==> config.mk <==
export PLATFORM = sky130hd
export DESIGN_NAME = pipe_ctl_chain_flat
export DESIGN_NICKNAME = d
export VERILOG_FILES = /design/src/rtl/pipe_ctl_chain_if.sv /design/src/rtl/pipe_ctl_chain.sv /design/src/flat_wrapper.sv
export SDC_FILE = /design/constraint.sdc
export NUM_CORES = 1
export LEC_CHECK = 0
export CORE_MARGIN = 1
export CORE_UTILIZATION = 30
export CTS_CLUSTER_DIAMETER = 50
export DETAILED_ROUTE_END_ITERATION = 10
export PLACE_DENSITY = 0.62
export SYNTH_ARGS = -nofsm -noshare
export SYNTH_HDL_FRONTEND = slang
export SYNTH_SLANG_ARGS = --single-unit
==> constraint.sdc <==
create_clock -name clock -period 2.7 [get_ports clock]
set_input_delay 0.27 -clock clock [delete_from_list [all_inputs] [get_ports clock]]
set_output_delay 0.27 -clock clock [all_outputs]
set_load 0.005 [all_outputs]
==> src/rtl/pipe_ctl_chain_if.sv <==
// Bundle of ID-stage controls in and EX/MEM/WB controls out for the
// pipeline control chain. The master drives ID controls, the chain is the slave.
interface pipe_ctl_chain_if #(
    parameter int CNT_W = 32
);
    logic             wpcir;
    logic             d_valid;
    logic             d_wreg;
    logic             d_m2reg;
    logic             d_wmem;
    logic             d_jal;
    logic [3:0]       d_aluc;
    logic             d_aluimm;
    logic             d_shift;
    logic             d_regrt;
    logic [4:0]       d_rd;
    logic [4:0]       d_rt;
    logic             cnt_clr;

    logic             ewreg;
    logic             em2reg;
    logic             ewmem;
    logic             ejal;
    logic             ealuimm;
    logic             eshift;
    logic [3:0]       ealuc;
    logic [4:0]       ern;
    logic             mwreg;
    logic             mm2reg;
    logic             mwmem;
    logic [4:0]       mrn;
    logic             wwreg;
    logic             wm2reg;
    logic [4:0]       wrn;
    logic [CNT_W-1:0] cnt_retire;
    logic [CNT_W-1:0] cnt_stall;

    modport master (
        output wpcir, d_valid, d_wreg, d_m2reg, d_wmem, d_jal, d_aluc,
               d_aluimm, d_shift, d_regrt, d_rd, d_rt, cnt_clr,
        input  ewreg, em2reg, ewmem, ejal, ealuimm, eshift, ealuc, ern,
               mwreg, mm2reg, mwmem, mrn, wwreg, wm2reg, wrn,
               cnt_retire, cnt_stall
    );

    modport slave (
        input  wpcir, d_valid, d_wreg, d_m2reg, d_wmem, d_jal, d_aluc,
               d_aluimm, d_shift, d_regrt, d_rd, d_rt, cnt_clr,
        output ewreg, em2reg, ewmem, ejal, ealuimm, eshift, ealuc, ern,
               mwreg, mm2reg, mwmem, mrn, wwreg, wm2reg, wrn,
               cnt_retire, cnt_stall
    );
endinterface

==> src/rtl/pipe_ctl_chain.sv <==
// ID/EX, EX/MEM and MEM/WB control-plus-destination registers for the
// 5-stage CPU. Inserts a bubble into EX on load-use stall and keeps
// saturating retire/stall counters. Every output is a flop output.
module pipe_ctl_chain #(
    parameter int CNT_W = 32
) (
    input  logic             clock,
    input  logic             resetn,
    pipe_ctl_chain_if.slave  bus
);
    typedef struct packed {
        logic       valid;
        logic       wreg;
        logic       m2reg;
        logic       wmem;
        logic       jal;
        logic [3:0] aluc;
        logic       aluimm;
        logic       shift;
        logic [4:0] rn;
    } ex_t;

    typedef struct packed {
        logic       valid;
        logic       wreg;
        logic       m2reg;
        logic       wmem;
        logic [4:0] rn;
    } mem_t;

    typedef struct packed {
        logic       valid;
        logic       wreg;
        logic       m2reg;
        logic [4:0] rn;
    } wb_t;

    ex_t              ex_nxt, ex_q;
    mem_t             mem_q;
    wb_t              wb_q;
    logic [4:0]       d_rn;
    logic [CNT_W-1:0] cnt_retire, cnt_stall;

    // Destination select and EX next value; a stall forces a full bubble
    // (rn=0, wreg=0) so it can never match a hazard/forwarding compare.
    always_comb begin
        d_rn   = bus.d_jal ? 5'd31 : (bus.d_regrt ? bus.d_rt : bus.d_rd);
        ex_nxt = '0;
        if (bus.wpcir) begin
            ex_nxt.valid  = bus.d_valid;
            ex_nxt.wreg   = bus.d_wreg;
            ex_nxt.m2reg  = bus.d_m2reg;
            ex_nxt.wmem   = bus.d_wmem;
            ex_nxt.jal    = bus.d_jal;
            ex_nxt.aluc   = bus.d_aluc;
            ex_nxt.aluimm = bus.d_aluimm;
            ex_nxt.shift  = bus.d_shift;
            ex_nxt.rn     = d_rn;
        end
    end

    // All stages advance together every edge; reset flushes in-flight work.
    always_ff @(posedge clock) begin
        if (!resetn) begin
            ex_q  <= '0;
            mem_q <= '0;
            wb_q  <= '0;
        end else begin
            ex_q  <= ex_nxt;
            mem_q <= '{valid: ex_q.valid, wreg: ex_q.wreg, m2reg: ex_q.m2reg,
                       wmem: ex_q.wmem, rn: ex_q.rn};
            wb_q  <= '{valid: mem_q.valid, wreg: mem_q.wreg,
                       m2reg: mem_q.m2reg, rn: mem_q.rn};
        end
    end

    // Saturating performance counters; clear beats increment, reset beats clear.
    always_ff @(posedge clock) begin
        if (!resetn) begin
            cnt_retire <= '0;
            cnt_stall  <= '0;
        end else if (bus.cnt_clr) begin
            cnt_retire <= '0;
            cnt_stall  <= '0;
        end else begin
            if (wb_q.valid && (cnt_retire != '1))
                cnt_retire <= cnt_retire + 1'b1;
            if (!bus.wpcir && (cnt_stall != '1))
                cnt_stall <= cnt_stall + 1'b1;
        end
    end

    assign bus.ewreg      = ex_q.wreg;
    assign bus.em2reg     = ex_q.m2reg;
    assign bus.ewmem      = ex_q.wmem;
    assign bus.ejal       = ex_q.jal;
    assign bus.ealuimm    = ex_q.aluimm;
    assign bus.eshift     = ex_q.shift;
    assign bus.ealuc      = ex_q.aluc;
    assign bus.ern        = ex_q.rn;
    assign bus.mwreg      = mem_q.wreg;
    assign bus.mm2reg     = mem_q.m2reg;
    assign bus.mwmem      = mem_q.wmem;
    assign bus.mrn        = mem_q.rn;
    assign bus.wwreg      = wb_q.wreg;
    assign bus.wm2reg     = wb_q.m2reg;
    assign bus.wrn        = wb_q.rn;
    assign bus.cnt_retire = cnt_retire;
    assign bus.cnt_stall  = cnt_stall;
endmodule

==> src/flat_wrapper.sv <==
// flat-port wrapper written by rule: the top's interface ports become plain ports
module pipe_ctl_chain_flat 
#(
    parameter int CNT_W = 32
)
  (clock, resetn, bus_wpcir, bus_d_valid, bus_d_wreg, bus_d_m2reg, bus_d_wmem, bus_d_jal, bus_d_aluc, bus_d_aluimm, bus_d_shift, bus_d_regrt, bus_d_rd, bus_d_rt, bus_cnt_clr, bus_ewreg, bus_em2reg, bus_ewmem, bus_ejal, bus_ealuimm, bus_eshift, bus_ealuc, bus_ern, bus_mwreg, bus_mm2reg, bus_mwmem, bus_mrn, bus_wwreg, bus_wm2reg, bus_wrn, bus_cnt_retire, bus_cnt_stall);
  pipe_ctl_chain_if #(.CNT_W(CNT_W)) bus_i ();
  input  logic clock;
  input  logic resetn;
  input wire logic [$bits(bus_i.wpcir)-1:0] bus_wpcir;
  input wire logic [$bits(bus_i.d_valid)-1:0] bus_d_valid;
  input wire logic [$bits(bus_i.d_wreg)-1:0] bus_d_wreg;
  input wire logic [$bits(bus_i.d_m2reg)-1:0] bus_d_m2reg;
  input wire logic [$bits(bus_i.d_wmem)-1:0] bus_d_wmem;
  input wire logic [$bits(bus_i.d_jal)-1:0] bus_d_jal;
  input wire logic [$bits(bus_i.d_aluc)-1:0] bus_d_aluc;
  input wire logic [$bits(bus_i.d_aluimm)-1:0] bus_d_aluimm;
  input wire logic [$bits(bus_i.d_shift)-1:0] bus_d_shift;
  input wire logic [$bits(bus_i.d_regrt)-1:0] bus_d_regrt;
  input wire logic [$bits(bus_i.d_rd)-1:0] bus_d_rd;
  input wire logic [$bits(bus_i.d_rt)-1:0] bus_d_rt;
  input wire logic [$bits(bus_i.cnt_clr)-1:0] bus_cnt_clr;
  output wire logic [$bits(bus_i.ewreg)-1:0] bus_ewreg;
  output wire logic [$bits(bus_i.em2reg)-1:0] bus_em2reg;
  output wire logic [$bits(bus_i.ewmem)-1:0] bus_ewmem;
  output wire logic [$bits(bus_i.ejal)-1:0] bus_ejal;
  output wire logic [$bits(bus_i.ealuimm)-1:0] bus_ealuimm;
  output wire logic [$bits(bus_i.eshift)-1:0] bus_eshift;
  output wire logic [$bits(bus_i.ealuc)-1:0] bus_ealuc;
  output wire logic [$bits(bus_i.ern)-1:0] bus_ern;
  output wire logic [$bits(bus_i.mwreg)-1:0] bus_mwreg;
  output wire logic [$bits(bus_i.mm2reg)-1:0] bus_mm2reg;
  output wire logic [$bits(bus_i.mwmem)-1:0] bus_mwmem;
  output wire logic [$bits(bus_i.mrn)-1:0] bus_mrn;
  output wire logic [$bits(bus_i.wwreg)-1:0] bus_wwreg;
  output wire logic [$bits(bus_i.wm2reg)-1:0] bus_wm2reg;
  output wire logic [$bits(bus_i.wrn)-1:0] bus_wrn;
  output wire logic [$bits(bus_i.cnt_retire)-1:0] bus_cnt_retire;
  output wire logic [$bits(bus_i.cnt_stall)-1:0] bus_cnt_stall;
  assign bus_i.wpcir = bus_wpcir;
  assign bus_i.d_valid = bus_d_valid;
  assign bus_i.d_wreg = bus_d_wreg;
  assign bus_i.d_m2reg = bus_d_m2reg;
  assign bus_i.d_wmem = bus_d_wmem;
  assign bus_i.d_jal = bus_d_jal;
  assign bus_i.d_aluc = bus_d_aluc;
  assign bus_i.d_aluimm = bus_d_aluimm;
  assign bus_i.d_shift = bus_d_shift;
  assign bus_i.d_regrt = bus_d_regrt;
  assign bus_i.d_rd = bus_d_rd;
  assign bus_i.d_rt = bus_d_rt;
  assign bus_i.cnt_clr = bus_cnt_clr;
  assign bus_ewreg = bus_i.ewreg;
  assign bus_em2reg = bus_i.em2reg;
  assign bus_ewmem = bus_i.ewmem;
  assign bus_ejal = bus_i.ejal;
  assign bus_ealuimm = bus_i.ealuimm;
  assign bus_eshift = bus_i.eshift;
  assign bus_ealuc = bus_i.ealuc;
  assign bus_ern = bus_i.ern;
  assign bus_mwreg = bus_i.mwreg;
  assign bus_mm2reg = bus_i.mm2reg;
  assign bus_mwmem = bus_i.mwmem;
  assign bus_mrn = bus_i.mrn;
  assign bus_wwreg = bus_i.wwreg;
  assign bus_wm2reg = bus_i.wm2reg;
  assign bus_wrn = bus_i.wrn;
  assign bus_cnt_retire = bus_i.cnt_retire;
  assign bus_cnt_stall = bus_i.cnt_stall;
  pipe_ctl_chain #(.CNT_W(CNT_W)) u_core (.clock(clock), .resetn(resetn), .bus(bus_i));
endmodule
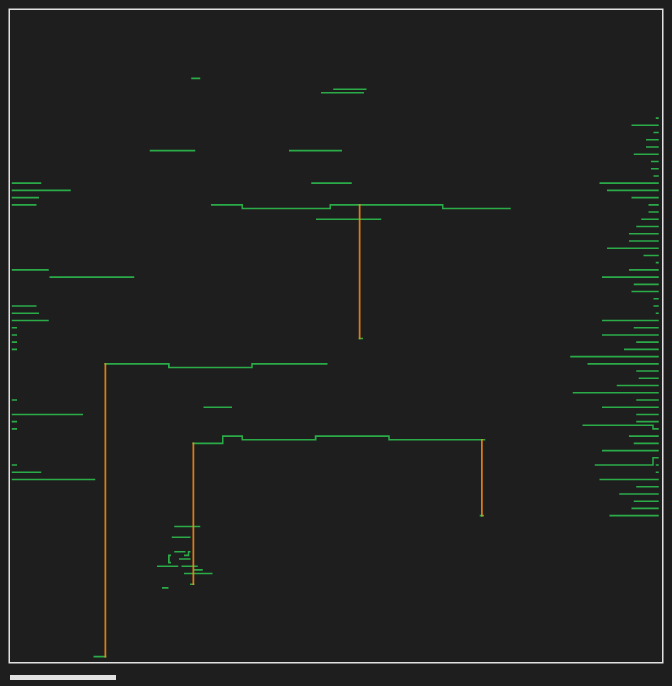
wires.png
Scale bar: 20 microns. Two of the layers only.
Key: metal 4 = orange [wire length 121 microns]; metal 3 = green [wire length 658 microns]
total number of vias: 3998
overall routed net length: 11.3 mm
overall routing resource usage: 15.1%
drt wl/cell: 14.7 microns

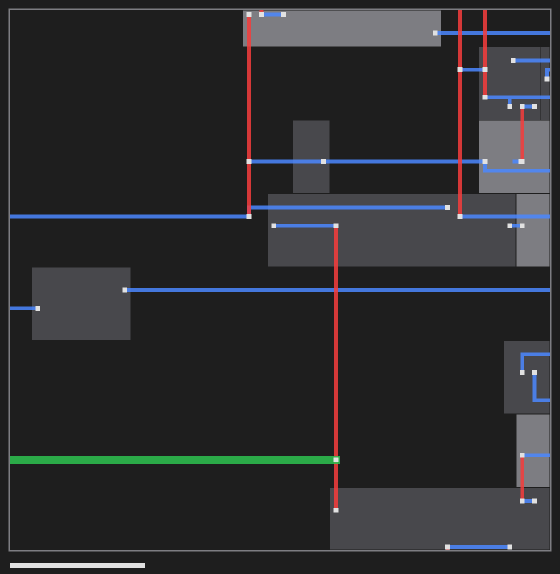
detail.png
Scale bar: 5 microns. Window x 82 to 102, y 82 to 102 microns. Cells in gray, sequential cells in the stronger gray; small squares are vias.
Key: metal 2 = red; metal 3 = green; metal 1 = blue
6 logic cells have their middle in the window. Sequential cells in the window: 0. Most frequent: clkbuf_16 (2).

==> datasheet_impl.txt <==
Implementation parameters

Parameter                              Value

Final layout
  Clock buf count    14
  Clock network area share    under 10%
  Area growth from synthesis to final layout    36.6%
  Commonest cells after routing, fill and taps aside    sky130_fd_sc_hd__clkdlybuf4s50_1 (119), sky130_fd_sc_hd__dfxtp_1 (97), sky130_fd_sc_hd__nor2_1 (39)
  Largest registers    u_core.bus.cnt_retire x32, u_core.bus.cnt_stall x32
  Share of cells above drive strength 1    approximately 6.2%
  Biggest area consumer among cell classes    logic gates
  Comb area share    between 30% and 40%
  Post-route non-filler standard cell count    ~770
  Fraction of standard cell area that is sequential    about a third

Synth
  Post-synthesis simple-gate area fraction    approximately 29%
  Number of cells in the yosys synthesis report    about 500
  Count of mapped cells out of synthesis    between 400 and 500
  Yosys reg bits    roughly 97
  Avg Synthesized Cell Area    ~8.9 sq um
  MUX area fraction    less than 1%
  Dominant cell by count in the synthesized netlist    sky130_fd_sc_hd__dfxtp_1
  Top FF cell, synth    sky130_fd_sc_hd__dfxtp_1
  Most frequent cells after synthesis    sky130_fd_sc_hd__dfxtp_1 (97), sky130_fd_sc_hd__nor2_1 (39), sky130_fd_sc_hd__nand2_1 (32)
  Yosys synthesis chip area    between 4000 and 5000 sq um
  Top cell type's share of synthesized area    ~44%
  FA/HA/MAJ Cells, Area Fraction    0.573%
  Async set or reset register ratio after synthesis    0%
  Flip-flops with a built-in enable    0
  Post-synthesis net count    approximately 520

STA
  Min Tclk post-route    approximately 2.3 ns
  Clk_skew    approximately 0.0089 ns
  Final TNS setup    0 ns
  RSZ-0062 raised after global routing    no
  Final Hold Slack    roughly 0.44 ns
  Final number of setup-violating endpoints    0

Route
  Routed met1 length    between 5 and 6 mm
  Final antenna-violating net count    0
  Via density per instance    between 5 and 6
  Uppermost metal layer occupied by signal nets    met4
  DR WL met3    about 660 microns
  Number of DRC violations after detailed routing    0

Pwr
  Combinational Power    between 100 and 150 uW
  Leak pwr    approximately 0.002 uW
  Total power    approximately 3000 uW
  Sequential group share of total power    between 40% and 50%
  Internal power consumption    ~2400 uW
  Switching share of total power    20.0%
  Power of the clock network    between 1000 and 1500 uW
  Power in sequential cells    about 1500 uW
  Dominant power group    registers
  Maximum VDD drop    255 uV

CTS
  Clock Pin Slew Worst Setup and Hold Paths    about 0.070 ns
  Post-cts hold buffer count    0
  TritonCTS clock tree    yes
  Total clock buffers created by CTS    9
  Number of levels in the clock H-tree    3
  Post-CTS Setup Repair Bufs    0
  Clock insertion delay at the later pin of the skew report    between 0.3 and 0.4 ns
  Root buffer cell    sky130_fd_sc_hd__clkbuf_16
  Maximum buffer depth of the clock tree    2
  Number of resized instances in the post-cts repair step    0

Floorplan
  I/O pin cnt    120
  Area of the core region    about 14000 sq um
  Width of the die    around 120 microns
  Die extent in y    ~120 microns

Setup path
  Critical register-to-register path endpoint    u_core.bus.cnt_stall[19]$_SDFFE_PP0P_
  Buffers plus inverters on the worst setup path    1
  Cell with the largest stage delay on the worst path    sky130_fd_sc_hd__or4b_1
  Worst Setup Path Type    reg -> reg
  Flop-to-flop setup slack    slightly below 0.4 ns
  Startpoint Class    flip-flop
  CP delay by family, top    simple AND/OR/NAND/NOR gates
  Start point of the critical path    u_core.bus.cnt_stall[12]$_SDFFE_PP0P_

Global route
  Via count of the first global-routing pass    between 3000 and 4000
  Pin count of the biggest net entering global routing    31
  Layer carrying the most global-route usage    met2

Worst hold path
  Origin of the worst min-delay path    u_core.ex_q[15]$_SDFF_PN0_

Placement
  Pre-CTS worst setup slack    0.372 ns
  Cell area reported after detailed placement    ~5600 sq um
  Placed cell count    around 760

Flow run
  OpenROAD warning count    26

Status
  Run status    complete, no violations
Power figures rest on the tool's default switching activity, not on a simulated workload.
